===== config.mk =====
export PLATFORM = sky130hd
export DESIGN_NAME = pic_cmd_sequencer_flat
export DESIGN_NICKNAME = d
export VERILOG_FILES = /design/src/rtl/pic_pkg.sv /design/src/rtl/pic_cmd_sequencer_if.sv /design/src/rtl/pic_bus_sync.sv /design/src/rtl/pic_cmd_sequencer.sv /design/src/flat_wrapper.sv
export SDC_FILE = /design/constraint.sdc
export NUM_CORES = 1
export LEC_CHECK = 0
export CAP_MARGIN = 15
export CORE_ASPECT_RATIO = 0.75
export CORE_UTILIZATION = 43
export DETAILED_ROUTE_END_ITERATION = 8
export GPL_ROUTABILITY_DRIVEN = 0
export MAX_ROUTING_LAYER = met4
export PLACE_DENSITY = 0.74
export RECOVER_POWER = 100
export SLEW_MARGIN = 0
export SYNTH_ARGS = -nofsm -noshare
export SYNTH_HDL_FRONTEND = slang
export SYNTH_SLANG_ARGS = --single-unit

===== constraint.sdc =====
create_clock -name clk -period 2.94 [get_ports clk]
set_input_delay 0.294 -clock clk [delete_from_list [all_inputs] [get_ports clk]]
set_output_delay 0.294 -clock clk [all_outputs]
set_load 0.005 [all_outputs]

===== src/rtl/pic_pkg.sv =====
// Shared types and constants for the PIC command sequencer.
package pic_pkg;

  localparam int unsigned DATA_W = 8;

  typedef enum logic [2:0] {
    ST_IDLE,
    ST_WAIT_ICW2,
    ST_WAIT_ICW3,
    ST_WAIT_ICW4,
    ST_READY
  } state_e;

  localparam int unsigned IC4     = 0;
  localparam int unsigned SNGL    = 1;
  localparam int unsigned ICW1_ID = 4;
  localparam int unsigned RIS     = 0;
  localparam int unsigned RR      = 1;
  localparam int unsigned P       = 2;
  localparam int unsigned SMM     = 5;
  localparam int unsigned ESMM    = 6;

  localparam logic [1:0] OCW2_SEL = 2'b00;
  localparam logic [1:0] OCW3_SEL = 2'b01;

  typedef struct packed {
    logic              cs_n;
    logic              wr_n;
    logic              rd_n;
    logic              a0;
    logic [DATA_W-1:0] data;
  } bus_smp_t;

  // Strobes idle high so a freshly reset synchroniser never fakes an edge.
  localparam bus_smp_t BUS_IDLE = '{cs_n: 1'b1, wr_n: 1'b1, rd_n: 1'b1, a0: 1'b0, data: '0};

  function automatic logic is_icw1(input logic a0, input logic [DATA_W-1:0] d);
    return !a0 && d[ICW1_ID];
  endfunction

endpackage


===== src/rtl/pic_cmd_sequencer_if.sv =====
// CPU bus, core status and command register outputs of the PIC sequencer.
interface pic_cmd_sequencer_if;
  import pic_pkg::*;

  logic              cs_n;
  logic              wr_n;
  logic              rd_n;
  logic              a0;
  logic [DATA_W-1:0] data_in;
  logic [DATA_W-1:0] data_out;
  logic              data_oe;
  logic [DATA_W-1:0] irr;
  logic [DATA_W-1:0] isr;
  logic [DATA_W-1:0] poll_vec;
  logic [DATA_W-1:0] icw1;
  logic [DATA_W-1:0] icw2;
  logic [DATA_W-1:0] icw3;
  logic [DATA_W-1:0] icw4;
  logic [DATA_W-1:0] imr;
  logic [DATA_W-1:0] ocw2;
  logic              ocw2_stb;
  logic [DATA_W-1:0] ocw3;
  logic              poll_stb;
  logic              smm;
  logic              init_done;
  logic              cmd_err;

  modport master (
    output cs_n, wr_n, rd_n, a0, data_in, irr, isr, poll_vec,
    input  data_out, data_oe, icw1, icw2, icw3, icw4, imr, ocw2, ocw2_stb,
           ocw3, poll_stb, smm, init_done, cmd_err
  );

  modport slave (
    input  cs_n, wr_n, rd_n, a0, data_in, irr, isr, poll_vec,
    output data_out, data_oe, icw1, icw2, icw3, icw4, imr, ocw2, ocw2_stb,
           ocw3, poll_stb, smm, init_done, cmd_err
  );

endinterface


===== src/rtl/pic_bus_sync.sv =====
// Equal-depth synchroniser for all CPU bus inputs plus write/read edge detection.
module pic_bus_sync
  import pic_pkg::*;
#(
  parameter int unsigned SYNC_STAGES = 2
) (
  input  logic              clk,
  input  logic              rst,
  input  logic              cs_n_i,
  input  logic              wr_n_i,
  input  logic              rd_n_i,
  input  logic              a0_i,
  input  logic [DATA_W-1:0] data_i,
  output logic              wr_evt_c,
  output logic              rd_evt_c,
  output logic              rd_active_c,
  output logic              a0_o,
  output logic [DATA_W-1:0] data_o
);

  localparam int unsigned LAST = SYNC_STAGES - 1;

  bus_smp_t in_smp;
  bus_smp_t stage_q [SYNC_STAGES];
  logic     wr_prev_q;
  logic     rd_prev_q;

  assign in_smp = '{cs_n: cs_n_i, wr_n: wr_n_i, rd_n: rd_n_i, a0: a0_i, data: data_i};

  always_ff @(posedge clk or posedge rst) begin
    if (rst) begin
      for (int i = 0; i < int'(SYNC_STAGES); i++) stage_q[i] <= BUS_IDLE;
      wr_prev_q <= 1'b1;
      rd_prev_q <= 1'b1;
    end else begin
      stage_q[0] <= in_smp;
      for (int i = 1; i < int'(SYNC_STAGES); i++) stage_q[i] <= stage_q[i-1];
      wr_prev_q <= stage_q[LAST].wr_n;
      rd_prev_q <= stage_q[LAST].rd_n;
    end
  end

  // Write acts on the trailing (rising) edge, read on the leading (falling) edge.
  assign wr_evt_c    = stage_q[LAST].wr_n & ~wr_prev_q & ~stage_q[LAST].cs_n;
  assign rd_evt_c    = ~stage_q[LAST].rd_n & rd_prev_q & ~stage_q[LAST].cs_n;
  assign rd_active_c = ~stage_q[LAST].rd_n & ~stage_q[LAST].cs_n;
  assign a0_o        = stage_q[LAST].a0;
  assign data_o      = stage_q[LAST].data;

endmodule


===== src/rtl/pic_cmd_sequencer.sv =====
// 8259-style ICW/OCW command sequencer with registered status read-back.
module pic_cmd_sequencer
  import pic_pkg::*;
#(
  parameter int unsigned SYNC_STAGES    = 2,
  parameter bit          CASCADE_EN     = 1'b1,
  parameter bit          RESET_READ_RIS = 1'b0
) (
  input logic clk,
  input logic rst,
  pic_cmd_sequencer_if.slave bus_if
);

  logic              wr_evt_c, rd_evt_c, rd_active_c, a0_s;
  logic [DATA_W-1:0] data_s;

  state_e            state_q, state_d;
  logic [DATA_W-1:0] icw1_q, icw1_d, icw2_q, icw2_d, icw3_q, icw3_d, icw4_q, icw4_d;
  logic [DATA_W-1:0] imr_q, imr_d, ocw2_q, ocw2_d, ocw3_q, ocw3_d;
  logic [DATA_W-1:0] data_out_q, data_out_d;
  logic              ocw2_stb_q, ocw2_stb_d, poll_stb_q, poll_stb_d, cmd_err_q, cmd_err_d;
  logic              smm_q, smm_d, read_sel_q, read_sel_d, poll_pending_q, poll_pending_d;
  logic              init_done_q, init_done_d, data_oe_q, data_oe_d;

  pic_bus_sync #(.SYNC_STAGES(SYNC_STAGES)) u_sync (
    .clk         (clk),
    .rst         (rst),
    .cs_n_i      (bus_if.cs_n),
    .wr_n_i      (bus_if.wr_n),
    .rd_n_i      (bus_if.rd_n),
    .a0_i        (bus_if.a0),
    .data_i      (bus_if.data_in),
    .wr_evt_c    (wr_evt_c),
    .rd_evt_c    (rd_evt_c),
    .rd_active_c (rd_active_c),
    .a0_o        (a0_s),
    .data_o      (data_s)
  );

  always_ff @(posedge clk or posedge rst) begin
    if (rst) begin
      state_q        <= ST_IDLE;
      icw1_q         <= '0;
      icw2_q         <= '0;
      icw3_q         <= '0;
      icw4_q         <= '0;
      imr_q          <= '0;
      ocw2_q         <= '0;
      ocw3_q         <= '0;
      data_out_q     <= '0;
      ocw2_stb_q     <= 1'b0;
      poll_stb_q     <= 1'b0;
      cmd_err_q      <= 1'b0;
      smm_q          <= 1'b0;
      read_sel_q     <= RESET_READ_RIS;
      poll_pending_q <= 1'b0;
      init_done_q    <= 1'b0;
      data_oe_q      <= 1'b0;
    end else begin
      state_q        <= state_d;
      icw1_q         <= icw1_d;
      icw2_q         <= icw2_d;
      icw3_q         <= icw3_d;
      icw4_q         <= icw4_d;
      imr_q          <= imr_d;
      ocw2_q         <= ocw2_d;
      ocw3_q         <= ocw3_d;
      data_out_q     <= data_out_d;
      ocw2_stb_q     <= ocw2_stb_d;
      poll_stb_q     <= poll_stb_d;
      cmd_err_q      <= cmd_err_d;
      smm_q          <= smm_d;
      read_sel_q     <= read_sel_d;
      poll_pending_q <= poll_pending_d;
      init_done_q    <= init_done_d;
      data_oe_q      <= data_oe_d;
    end
  end

  always_comb begin
    state_d        = state_q;
    icw1_d         = icw1_q;
    icw2_d         = icw2_q;
    icw3_d         = icw3_q;
    icw4_d         = icw4_q;
    imr_d          = imr_q;
    ocw2_d         = ocw2_q;
    ocw3_d         = ocw3_q;
    data_out_d     = data_out_q;
    ocw2_stb_d     = 1'b0;
    poll_stb_d     = 1'b0;
    cmd_err_d      = 1'b0;
    smm_d          = smm_q;
    read_sel_d     = read_sel_q;
    poll_pending_d = poll_pending_q;
    data_oe_d      = rd_active_c;

    // Reads sample only _q values, so a coincident write is never visible yet.
    if (rd_evt_c) begin
      if (a0_s) begin
        data_out_d = imr_q;
      end else if (poll_pending_q) begin
        data_out_d     = bus_if.poll_vec;
        poll_pending_d = 1'b0;
      end else begin
        data_out_d = read_sel_q ? bus_if.isr : bus_if.irr;
      end
    end

    if (wr_evt_c) begin
      if (is_icw1(a0_s, data_s)) begin
        icw1_d     = data_s;
        imr_d      = '0;
        smm_d      = 1'b0;
        read_sel_d = RESET_READ_RIS;
        if (!data_s[IC4]) icw4_d = '0;
        state_d    = ST_WAIT_ICW2;
      end else begin
        case (state_q)
          ST_WAIT_ICW2: begin
            if (a0_s) begin
              icw2_d = data_s;
              if (!icw1_q[SNGL] && CASCADE_EN) state_d = ST_WAIT_ICW3;
              else if (icw1_q[IC4])            state_d = ST_WAIT_ICW4;
              else                             state_d = ST_READY;
            end else begin
              cmd_err_d = 1'b1;
            end
          end
          ST_WAIT_ICW3: begin
            if (a0_s) begin
              icw3_d  = data_s;
              state_d = icw1_q[IC4] ? ST_WAIT_ICW4 : ST_READY;
            end else begin
              cmd_err_d = 1'b1;
            end
          end
          ST_WAIT_ICW4: begin
            if (a0_s && (data_s[7:5] == 3'b000)) begin
              icw4_d  = data_s;
              state_d = ST_READY;
            end else begin
              cmd_err_d = 1'b1;
            end
          end
          ST_READY: begin
            if (a0_s) begin
              imr_d = data_s;
            end else if (data_s[4:3] == OCW2_SEL) begin
              ocw2_d     = data_s;
              ocw2_stb_d = 1'b1;
            end else if (data_s[4:3] == OCW3_SEL) begin
              if (data_s[7]) begin
                cmd_err_d = 1'b1;
              end else begin
                ocw3_d = data_s;
                if (data_s[RR])   read_sel_d = data_s[RIS];
                if (data_s[ESMM]) smm_d      = data_s[SMM];
                if (data_s[P]) begin
                  poll_stb_d     = 1'b1;
                  poll_pending_d = 1'b1;
                end
              end
            end
          end
          default: cmd_err_d = 1'b1;
        endcase
      end
    end

    init_done_d = (state_d == ST_READY);
  end

  assign bus_if.data_out  = data_out_q;
  assign bus_if.data_oe   = data_oe_q;
  assign bus_if.icw1      = icw1_q;
  assign bus_if.icw2      = icw2_q;
  assign bus_if.icw3      = icw3_q;
  assign bus_if.icw4      = icw4_q;
  assign bus_if.imr       = imr_q;
  assign bus_if.ocw2      = ocw2_q;
  assign bus_if.ocw2_stb  = ocw2_stb_q;
  assign bus_if.ocw3      = ocw3_q;
  assign bus_if.poll_stb  = poll_stb_q;
  assign bus_if.smm       = smm_q;
  assign bus_if.init_done = init_done_q;
  assign bus_if.cmd_err   = cmd_err_q;

endmodule


===== src/flat_wrapper.sv =====
// flat-port wrapper written by rule: the top's interface ports become plain ports
module pic_cmd_sequencer_flat import pic_pkg::*;
#(
  parameter int unsigned SYNC_STAGES    = 2,
  parameter bit          CASCADE_EN     = 1'b1,
  parameter bit          RESET_READ_RIS = 1'b0
)
  (clk, rst, bus_if_cs_n, bus_if_wr_n, bus_if_rd_n, bus_if_a0, bus_if_data_in, bus_if_irr, bus_if_isr, bus_if_poll_vec, bus_if_data_out, bus_if_data_oe, bus_if_icw1, bus_if_icw2, bus_if_icw3, bus_if_icw4, bus_if_imr, bus_if_ocw2, bus_if_ocw2_stb, bus_if_ocw3, bus_if_poll_stb, bus_if_smm, bus_if_init_done, bus_if_cmd_err);
  pic_cmd_sequencer_if bus_if_i ();
  input logic clk;
  input logic rst;
  input wire logic [$bits(bus_if_i.cs_n)-1:0] bus_if_cs_n;
  input wire logic [$bits(bus_if_i.wr_n)-1:0] bus_if_wr_n;
  input wire logic [$bits(bus_if_i.rd_n)-1:0] bus_if_rd_n;
  input wire logic [$bits(bus_if_i.a0)-1:0] bus_if_a0;
  input wire logic [$bits(bus_if_i.data_in)-1:0] bus_if_data_in;
  input wire logic [$bits(bus_if_i.irr)-1:0] bus_if_irr;
  input wire logic [$bits(bus_if_i.isr)-1:0] bus_if_isr;
  input wire logic [$bits(bus_if_i.poll_vec)-1:0] bus_if_poll_vec;
  output wire logic [$bits(bus_if_i.data_out)-1:0] bus_if_data_out;
  output wire logic [$bits(bus_if_i.data_oe)-1:0] bus_if_data_oe;
  output wire logic [$bits(bus_if_i.icw1)-1:0] bus_if_icw1;
  output wire logic [$bits(bus_if_i.icw2)-1:0] bus_if_icw2;
  output wire logic [$bits(bus_if_i.icw3)-1:0] bus_if_icw3;
  output wire logic [$bits(bus_if_i.icw4)-1:0] bus_if_icw4;
  output wire logic [$bits(bus_if_i.imr)-1:0] bus_if_imr;
  output wire logic [$bits(bus_if_i.ocw2)-1:0] bus_if_ocw2;
  output wire logic [$bits(bus_if_i.ocw2_stb)-1:0] bus_if_ocw2_stb;
  output wire logic [$bits(bus_if_i.ocw3)-1:0] bus_if_ocw3;
  output wire logic [$bits(bus_if_i.poll_stb)-1:0] bus_if_poll_stb;
  output wire logic [$bits(bus_if_i.smm)-1:0] bus_if_smm;
  output wire logic [$bits(bus_if_i.init_done)-1:0] bus_if_init_done;
  output wire logic [$bits(bus_if_i.cmd_err)-1:0] bus_if_cmd_err;
  assign bus_if_i.cs_n = bus_if_cs_n;
  assign bus_if_i.wr_n = bus_if_wr_n;
  assign bus_if_i.rd_n = bus_if_rd_n;
  assign bus_if_i.a0 = bus_if_a0;
  assign bus_if_i.data_in = bus_if_data_in;
  assign bus_if_i.irr = bus_if_irr;
  assign bus_if_i.isr = bus_if_isr;
  assign bus_if_i.poll_vec = bus_if_poll_vec;
  assign bus_if_data_out = bus_if_i.data_out;
  assign bus_if_data_oe = bus_if_i.data_oe;
  assign bus_if_icw1 = bus_if_i.icw1;
  assign bus_if_icw2 = bus_if_i.icw2;
  assign bus_if_icw3 = bus_if_i.icw3;
  assign bus_if_icw4 = bus_if_i.icw4;
  assign bus_if_imr = bus_if_i.imr;
  assign bus_if_ocw2 = bus_if_i.ocw2;
  assign bus_if_ocw2_stb = bus_if_i.ocw2_stb;
  assign bus_if_ocw3 = bus_if_i.ocw3;
  assign bus_if_poll_stb = bus_if_i.poll_stb;
  assign bus_if_smm = bus_if_i.smm;
  assign bus_if_init_done = bus_if_i.init_done;
  assign bus_if_cmd_err = bus_if_i.cmd_err;
  pic_cmd_sequencer #(.SYNC_STAGES(SYNC_STAGES), .CASCADE_EN(CASCADE_EN), .RESET_READ_RIS(RESET_READ_RIS)) u_core (.clk(clk), .rst(rst), .bus_if(bus_if_i));
endmodule

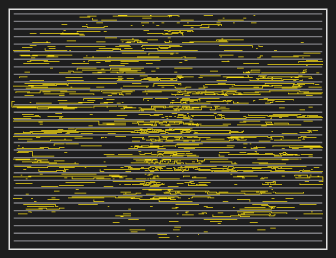
Fig. 1. The metal 1 layer.
Supply wires on this layer in gray.
main direction = horizontal
nets with wire on the layer = 390
longest straight run = 37.3 um
wire length on this layer = 4,190 um
share of all routed wire = 48%

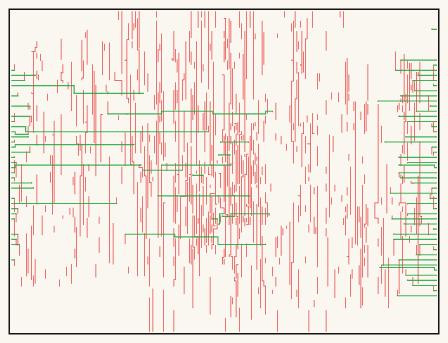
Fig. 2. Signal wires by layer.
Only two layers are drawn.
metal 2 -> red  # wire length 3,810 um
metal 3 -> green  # wire length 746 um

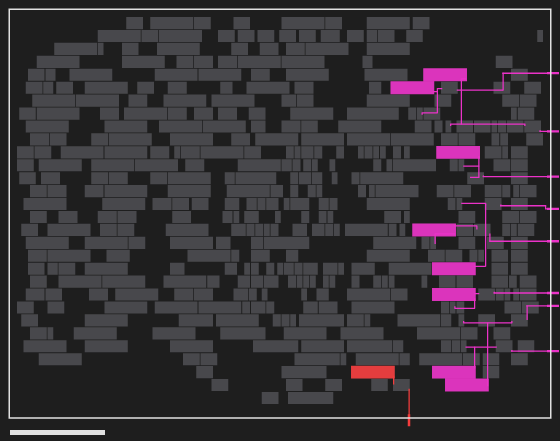
Fig. 3. Nets reached from selected ports.
Bar = 20 um.
bus_if_data_oe -> red  # direction output, edge bottom, end cells 1, wire 7.30 um
bus_if_data_out -> magenta  # direction output, edge right, end cells 8, wire 211 um

==> impl_metrics.json <==
{
  "ys_types": 45,
  "crit_required_ps": 3160,
  "grtUsageMet3": 0.0735,
  "grt_pass1_wl_um": 14400,
  "dr_wl_met3_um": 746,
  "maxCapViolCount": 1,
  "postCtsHoldBufs": 0,
  "post_cts_resized": 0,
  "crit_end": "u_core.bus_if.icw3[1]",
  "netlist_area_um2": 4020,
  "r2r_end": "u_core.bus_if.icw3[1]",
  "power_density_nw_per_um2": 637,
  "yosys-top-cells-area": "dfrtp_1 (57%), mux2_2 (9.2%), dfstp_2 (5.2%)",
  "cts_setup_buffers": 0,
  "clk_pin_slew_worst_paths_ps": 70,
  "yosys_cells": 318,
  "fp.dieW_um": 114,
  "die_h_um": 85.7,
  "setup_slack_ps": 637,
  "setup_viol": 0,
  "worst_pin_slew_ps": 1900,
  "crit_type": "register to register",
  "hold_depth": 0,
  "seq_power_share": 0.485,
  "drcViolationCount": 0,
  "yosys.area_share.xor_xnor": 0,
  "clock_latency_ps": 340,
  "numPortBuffers": 106,
  "clock_power_share": 0.344,
  "dp_hpwl_um": 6240,
  "slew_violations": 51,
  "die-area_um2": 9740,
  "reg2reg_from": "u_core.u_sync.stage_q[10]",
  "avgViaCountPerCell": 4.99,
  "outcome": "finished, violations left",
  "cts_tree": "yes",
  "met1Wirelength_um": 4190,
  "drtIter0Drc": 137,
  "grtUsageMet1": 0.262,
  "hp-class": "register to register",
  "rsz0062_at_grt": "false",
  "top_cell_area_share": 0.573,
  "ios": 108,
  "grt_pass1_vias": 2809,
  "tns_ps": 0,
  "initCoreUtil": 0.444,
  "violations": "capacitance limit, slew limit",
  "top_cells_by_count": "dfrtp_1 (92), mux2_2 (33), nand2_1 (27)"
}
critical path: stages, from the launching register on:
cell      delay, ps
dfstp_1         540
nor3b_1         180
clkbuf_1        460
nand4b_1        560
mux2_2          460
power groups by stage:
stage                     logic [W]  clock network (W)  registers (W)
final                      0.000591            0.00119        0.00168
after global placement     0.000646                  0        0.00171
after detailed placement   0.000659                  0        0.00172
after global routing       0.000654            0.00128        0.00171
after floorplan            0.000297                  0        0.00167
after CTS                  0.000664            0.00122        0.00170
state kept, by name, indices dropped and copies added, names as in the netlist, 3 cells and up:
register	flops
u_core.u_sync.stage_q	15
u_core.bus_if.ocw2	8
u_core.bus_if.icw1	8
u_core.bus_if.ocw3	7
u_core.bus_if.data_out	8
u_core.u_sync.data_o	8
u_core.bus_if.icw3	8
u_core.bus_if.imr	8
u_core.bus_if.icw2	8
u_core.state_q	3
u_core.bus_if.icw4	8
layout by cell type, fill, tap and decap left out, types with 2 or more instances in the layout:
cell	instances
clkbuf_16	9
dfstp_1	3
nor2_1	15
a41oi_1	2
nor2b_1	5
nand4b_1	3
nand3_1	4
mux2i_1	19
nand2_1	28
dlygate4sd3_1	82
inv_1	9
clkbuf_1	2
mux2_2	33
a22o_1	2
and2b_1	2
clkbuf_8	2
o21ai_1	2
nor3b_1	4
dfrtp_1	92
o21ai_0	25
a21oi_1	19
a21o_1	2
clkdlybuf4s50_1	24
and2_1	4
nand2b_1	4
clkinv_4	2
dfstp_2	5
layout make-up:
class	count	share of cell area
flip-flops and latches	100	0.462
inverters	9	0.00621
multi-input cells	190	0.244
clock buffers	12	0.0471
clock inverters	4	0.0103
repair buffers	109	0.201
well taps	128	0.0294
Power figures rest on the tool's default switching activity, not on a simulated workload.
